===== src/rtl/rca_64bit_pkg.sv =====
// Shared definitions for the ripple-carry adder slice.
// Contents: default operand width and a matching word type.
package rca_pkg;

  localparam int unsigned RCA_DEFAULT_WIDTH = 64;

  typedef logic [RCA_DEFAULT_WIDTH-1:0] rca_word_t;

endpackage : rca_pkg


===== src/rtl/rca_64bit_if.sv =====
// Operand/result bundle for rca_64bit.
// Signals:
//   a, b : addends (WIDTH bits)
//   c0   : carry-in into bit 0
//   s    : registered sum (WIDTH bits)
//   c    : registered carry-out
//   ov   : registered signed overflow (only when RCA_OVERFLOW_EN is defined)
// Modports: master drives operands and reads results; slave is the adder side.
import rca_pkg::*;

interface rca_64bit_if #(
  parameter int unsigned WIDTH = RCA_DEFAULT_WIDTH
);

  logic [WIDTH-1:0] a;
  logic [WIDTH-1:0] b;
  logic             c0;
  logic [WIDTH-1:0] s;
  logic             c;
`ifdef RCA_OVERFLOW_EN
  logic             ov;
`endif

`ifdef RCA_OVERFLOW_EN
  modport master (output a, output b, output c0, input s, input c, input ov);
  modport slave  (input a, input b, input c0, output s, output c, output ov);
`else
  modport master (output a, output b, output c0, input s, input c);
  modport slave  (input a, input b, input c0, output s, output c);
`endif

endinterface : rca_64bit_if


===== src/rtl/rca_64bit_fa.sv =====
// Single-bit full adder, purely combinational.
// Ports:
//   a, b : operand bits
//   cin  : carry in
//   s    : sum bit
//   cout : carry out
module fa_1bit (
  input  logic a,
  input  logic b,
  input  logic cin,
  output logic s,
  output logic cout
);

  logic p;

  assign p    = a ^ b;
  assign s    = p ^ cin;
  assign cout = (a & b) | (cin & p);

endmodule : fa_1bit


===== src/rtl/rca_64bit.sv =====
// Ripple-carry adder with registered result: {c, s} = a + b + c0, one cycle latency,
// one operation per cycle, no handshake.
// Ports:
//   clk : rising-edge clock
//   rst : synchronous active-high reset, clears s/c (and ov)
//   bus : rca_64bit_if.slave carrying a, b, c0 in and s, c (ov) out
// Build option: define RCA_OVERFLOW_EN to add the registered signed-overflow flag ov.
import rca_pkg::*;

module rca_64bit #(
  parameter int unsigned WIDTH = RCA_DEFAULT_WIDTH
) (
  input  logic         clk,
  input  logic         rst,
  rca_64bit_if.slave   bus
);

  // carry[i] enters bit i; carry[WIDTH] is the final carry-out.
  logic [WIDTH:0]   carry;
  logic [WIDTH-1:0] sum;

  assign carry[0] = bus.c0;

  for (genvar i = 0; i < WIDTH; i++) begin : g_chain
    fa_1bit u_fa (
      .a    (bus.a[i]),
      .b    (bus.b[i]),
      .cin  (carry[i]),
      .s    (sum[i]),
      .cout (carry[i+1])
    );
  end

  always_ff @(posedge clk) begin
    if (rst) begin
      bus.s  <= '0;
      bus.c  <= 1'b0;
`ifdef RCA_OVERFLOW_EN
      bus.ov <= 1'b0;
`endif
    end else begin
      bus.s  <= sum;
      bus.c  <= carry[WIDTH];
`ifdef RCA_OVERFLOW_EN
      // Signed overflow: carry into the sign bit differs from carry out of it.
      bus.ov <= carry[WIDTH] ^ carry[WIDTH-1];
`endif
    end
  end

endmodule : rca_64bit


===== src/flat_wrapper.sv =====
// flat-port wrapper written by rule: the top's interface ports become plain ports
module rca_64bit_flat 
#(
  parameter int unsigned WIDTH = RCA_DEFAULT_WIDTH
)
  (clk, rst, bus_a, bus_b, bus_c0, bus_s, bus_c);
  rca_64bit_if #(.WIDTH(WIDTH)) bus_i ();
  input  logic clk;
  input  logic rst;
  input wire logic [$bits(bus_i.a)-1:0] bus_a;
  input wire logic [$bits(bus_i.b)-1:0] bus_b;
  input wire logic [$bits(bus_i.c0)-1:0] bus_c0;
  output wire logic [$bits(bus_i.s)-1:0] bus_s;
  output wire logic [$bits(bus_i.c)-1:0] bus_c;
  assign bus_i.a = bus_a;
  assign bus_i.b = bus_b;
  assign bus_i.c0 = bus_c0;
  assign bus_s = bus_i.s;
  assign bus_c = bus_i.c;
  rca_64bit #(.WIDTH(WIDTH)) u_core (.clk(clk), .rst(rst), .bus(bus_i));
endmodule

===== config.mk =====
export PLATFORM = sky130hd
export DESIGN_NAME = rca_64bit_flat
export DESIGN_NICKNAME = d
export VERILOG_FILES = /design/src/rtl/rca_64bit_pkg.sv /design/src/rtl/rca_64bit_if.sv /design/src/rtl/rca_64bit_fa.sv /design/src/rtl/rca_64bit.sv /design/src/flat_wrapper.sv
export SDC_FILE = /design/constraint.sdc
export NUM_CORES = 1
export LEC_CHECK = 0
export CORE_MARGIN = 3
export CORE_UTILIZATION = 37
export CTS_CLUSTER_DIAMETER = 50
export CTS_CLUSTER_SIZE = 20
export DETAILED_ROUTE_END_ITERATION = 10
export PLACE_DENSITY = 0.81
export SLEW_MARGIN = 40
export SYNTH_ARGS = -nofsm -noshare
export SYNTH_HDL_FRONTEND = slang
export SYNTH_SLANG_ARGS = --single-unit

===== constraint.sdc =====
create_clock -name clk -period 38 [get_ports clk]
set_input_delay 9.5 -clock clk [delete_from_list [all_inputs] [get_ports clk]]
set_output_delay 9.5 -clock clk [all_outputs]
set_load 0.005 [all_outputs]

run_1/route_heat.png
Bar = 20 µm. 20 x 20 tiles, from dark blue (low) to red (high), scaled to the fullest tile. Values are wire area over tile area, all layers added.
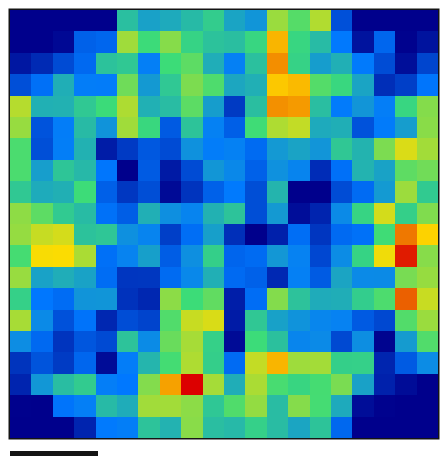
fullest tile	0.38
densest ninth of the die	bottom centre
tiles over half the peak	23%
GR Util All Layers: 16.46%
Routed Wire Length: 7587 µm
DR WL/cell: 14.73 µm

run_1/congestion_map.png
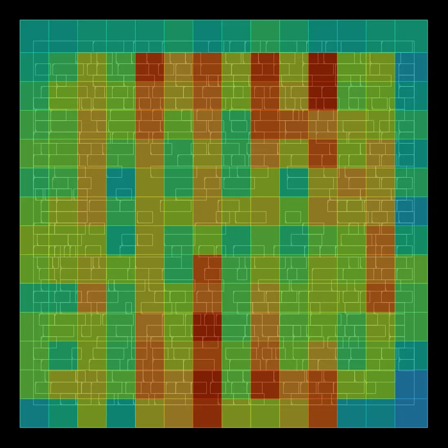
M3 GR Usage: 5.671%
met2 track demand over resource: 31.15%

run_1/pinout.png
Pins as bars across the die edge, other pins in grey.
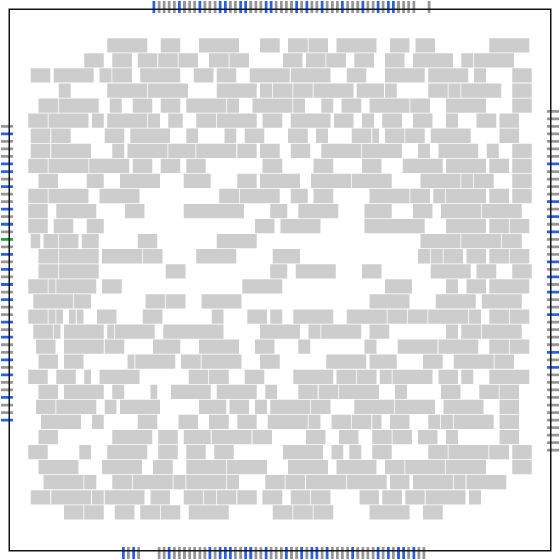
port	colour	pins	direction	edge
`rst`	green	1	input	left
`bus_b`	blue	64	input	21 bottom, 17 top, 16 left, 10 right
Port Buffer Count: 195
DIE HEIGHT: 97.51 µm

run_1/layers.png
Bar = 20 µm.
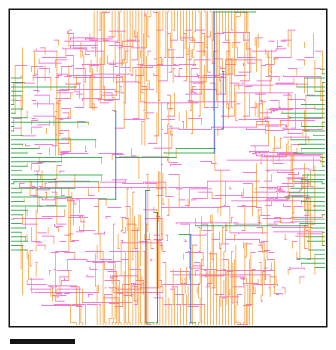
layer	colour	wire length
M4	blue	190 µm
M2	orange	4,300 µm
M1	magenta	2,400 µm
M3	green	699 µm
total number of vias: 2,173

==> impl_metrics.json, run 1 <==
{
  "edf_count": 0,
  "first_iter_violations": 36,
  "logic_area_um2": 1698,
  "wl_met2_um": 4300,
  "grt.overflow.total": 0,
  "p_sw_share_pct": 22.43,
  "grt_pass1_vias": 2475,
  "seq_cell_count": 65,
  "power-top-group": "sequential cells",
  "clkTransAtPathRegs_ns": 0.07,
  "synth.distinct_cells": 8,
  "buffers": 196,
  "tightest_slew_ns": 0.6303,
  "combPwrFrac_pct": 27.5,
  "largest-register": "u_core.bus.s",
  "start_kind": "input pin",
  "crit_buf_inv": 4,
  "dpl-instance-area_um2": 5107,
  "stdcell_count": 515,
  "max-slew-margin-rel_pct": 57.98,
  "chipArea_um2": 9507,
  "dp_hpwl_um": 6467,
  "p_int_mw": 0.1611,
  "ys_warn_count": 0,
  "fmaxAchievable_mhz": 28.55,
  "ys_sh_simple_pct": 13.45,
  "synthXorXnorAreaFrac_pct": 0,
  "whs_ns": 9.768,
  "period_used_pct": 92.19,
  "p_per_area_nw_per_um2": 38.82,
  "synthTopCellsByCount": "dfxtp_1, fa_1, nor2b_1, and2b_2, inv_1",
  "comb_cells": 129,
  "flop_area_um2": 1301,
  "cts_sinks": 65,
  "final-clk-cell-share_pct": 4.559,
  "lay_top_count": "clkdlybuf4s50_1",
  "cts_tree": "yes",
  "syn_inst": 208,
  "cts_resized": 0,
  "drive_gt1_share_pct": 5.811,
  "yosys-stat-area_um2": 3098,
  "syn_area_um2": 3098,
  "synth_top_cell_by_count": "dfxtp_1",
  "ys_top_cells_by_area": "dfxtp_1, fa_1, nor2b_1, buf_6, and2b_2",
  "num-fill-cells": 625,
  "hold_buffers": 0,
  "top_usage_layer": "met2",
  "pre_cts_ws_ns": 2.548,
  "rows": 32,
  "htree_num_levels": 3,
  "crit_top_cell": "fa_1",
  "crit_slowest_cell": "fa_1",
  "min_to": "u_core.bus.s[58]",
  "grt_pass1_wl_um": 12000,
  "holdPathStages": 3,
  "cp.depth": 69,
  "path_delay_family": "adder cells",
  "ctsRootBufferMaster": "clkbuf_8",
  "clock_buffers": 11,
  "dr_wl_met3_um": 698,
  "fp_nets": 403,
  "ant_nets": 0,
  "comb_share_pct": 31.73,
  "finalPower_mw": 0.2077,
  "yosys.area_share.aoi_pct": 0,
  "power.leakage_nw": 2.077,
  "inverters": 7,
  "antenna_cells": 0,
  "end_kind": "register",
  "cp-endpoint": "u_core.bus.s[63]",
  "pwr-share-clk_pct": 34.3,
  "cp.required_ns": 38.26,
  "warning_count": 26,
  "postSynthSeqShare_pct": 42.00,
  "yosys_cells": 208,
  "post-route-util_pct": 67.50,
  "drv_slew": 0,
  "fin_ws_ns": 2.970,
  "antenna_found_initial": 0,
  "post-route-drc-count": 0,
  "reg.largest.list": "u_core.bus.s: 64 flops, u_core.bus.c: 1 flops",
  "core_area_um2": 7928,
  "met1_length_um": 2398,
  "hold_viol_final": 0,
  "rsz0062_at_grt": "false",
  "maxCapViolCount": 0,
  "met1_usage_pct": 15.44,
  "seq_share_pct": 24.32,
  "syn_to_final_growth_pct": 72.74,
  "numCtsBuffers": 9,
  "hold_path_class": "in2reg",
  "seq-power_mw": 0.0793,
  "cp_max_fo": 1,
  "first_pass_iters": 6,
  "cts_max_path_buffers": 2,
  "layout.nets": 603,
  "bufAreaShareNonClock_pct": 36.52,
  "layout_top_cells": "clkdlybuf4s50_1, dfxtp_1, fa_1",
  "crit_arrival_ns": 35.29,
  "power_switching_mw": 0.04660,
  "routed.top_layer": "met4",
  "ys_sh_mux_pct": 0,
  "grt_max_degree": 66,
  "power_frac_seq_pct": 38.2,
  "hp-start": "rst",
  "pwr.group.clock_mw": 0.0712,
  "outcome": "finished clean",
  "peakVddDrop_mv": 0.01807,
  "ys_sh_adder_pct": 41.36
}
--- run 2 (diff from run 1) ---
--- a/config.mk
+++ b/config.mk
@@ -10,6 +10,7 @@
 export CTS_CLUSTER_DIAMETER = 50
 export CTS_CLUSTER_SIZE = 20
 export DETAILED_ROUTE_END_ITERATION = 10
+export GPL_TIMING_DRIVEN = 1
 export PLACE_DENSITY = 0.81
 export SLEW_MARGIN = 40
 export SYNTH_ARGS = -nofsm -noshare
run_2/class_map.png
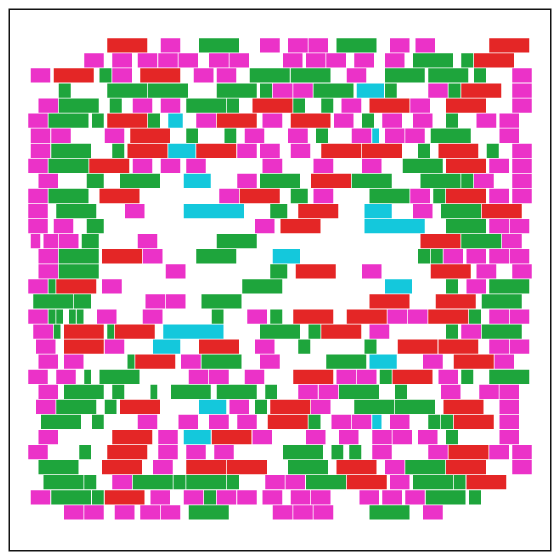
class	colour	cells
clock drivers and dummy loads	cyan	16
registers	red	65
remaining logic cells	green	136
remaining buffers and delay cells	magenta	196
cell area after layout: 5351 µm²
flop share of the area: 24.32%
final core utilization: 67.50%

==> run 2 against run 1 <==
  * Utilization is the same
  * Fmax is the same
  * Sequential power about the same
  * Hold slack unchanged
  * Critical path depth unchanged
  * Combinational power barely moved
  * Critical endpoint unchanged
  * Largest cell class unchanged
==> impl_metrics.json, run 2 <==
{
  "outcome": "finished clean",
  "comb_cells": 129,
  "fp.dieH_um": 97.51,
  "rows": 32,
  "grt_pass1_vias": 2475,
  "crit_top_cell": "fa_1",
  "ys_sh_mux_pct": 0,
  "core_area_um2": 7928,
  "largest-register": "u_core.bus.s",
  "ys_sh_simple_pct": 13.45,
  "fmaxAchievable_mhz": 28.55,
  "drv_slew": 0,
  "pwr.group.clock_mw": 0.0712,
  "tightest_slew_ns": 0.6303,
  "top_usage_layer": "met2",
  "cts_tree": "yes",
  "met1_length_um": 2398,
  "cp-endpoint": "u_core.bus.s[63]",
  "chipArea_um2": 9507,
  "yosys-stat-area_um2": 3098,
  "dpl-instance-area_um2": 5107,
  "hold_viol_final": 0,
  "synthTopCellsByCount": "dfxtp_1, fa_1, nor2b_1, and2b_2, inv_1",
  "gr-usage-met2_pct": 31.15,
  "end_kind": "register",
  "crit_arrival_ns": 35.29,
  "ctsRootBufferMaster": "clkbuf_8",
  "synth.distinct_cells": 8,
  "synthXorXnorAreaFrac_pct": 0,
  "layout_top_cells": "clkdlybuf4s50_1, dfxtp_1, fa_1",
  "peakVddDrop_mv": 0.01807,
  "numCtsBuffers": 9,
  "stdcell_count": 515,
  "edf_count": 0,
  "routed.top_layer": "met4",
  "path_delay_family": "adder cells",
  "dp_hpwl_um": 6467,
  "syn_area_um2": 3098,
  "power.leakage_nw": 2.077,
  "reg.largest.list": "u_core.bus.s: 64 flops, u_core.bus.c: 1 flops",
  "clock_buffers": 11,
  "combPwrFrac_pct": 27.5,
  "hold_path_class": "in2reg",
  "ys_top_cells_by_area": "dfxtp_1, fa_1, nor2b_1, buf_6, and2b_2",
  "syn_to_final_growth_pct": 72.74,
  "crit_slowest_cell": "fa_1",
  "yosys_cells": 208,
  "logic_area_um2": 1698,
  "antenna_found_initial": 0,
  "layout.nets": 603,
  "pwr-share-clk_pct": 34.3,
  "crit_buf_inv": 4,
  "rsz0062_at_grt": "false",
  "cp.required_ns": 38.26,
  "max-slew-margin-rel_pct": 57.98,
  "cp.depth": 69,
  "power-top-group": "sequential cells",
  "fin_ws_ns": 2.970,
  "fp_nets": 403,
  "first_pass_iters": 6,
  "grt_pass1_wl_um": 12000,
  "synth_top_cell_by_count": "dfxtp_1",
  "dr_wl_met3_um": 698,
  "track_usage_pct": 16.46,
  "antenna_cells": 0,
  "warning_count": 26,
  "whs_ns": 9.768,
  "min_to": "u_core.bus.s[58]"
}
No activity file was given, so power comes from the tool's default toggle rates.
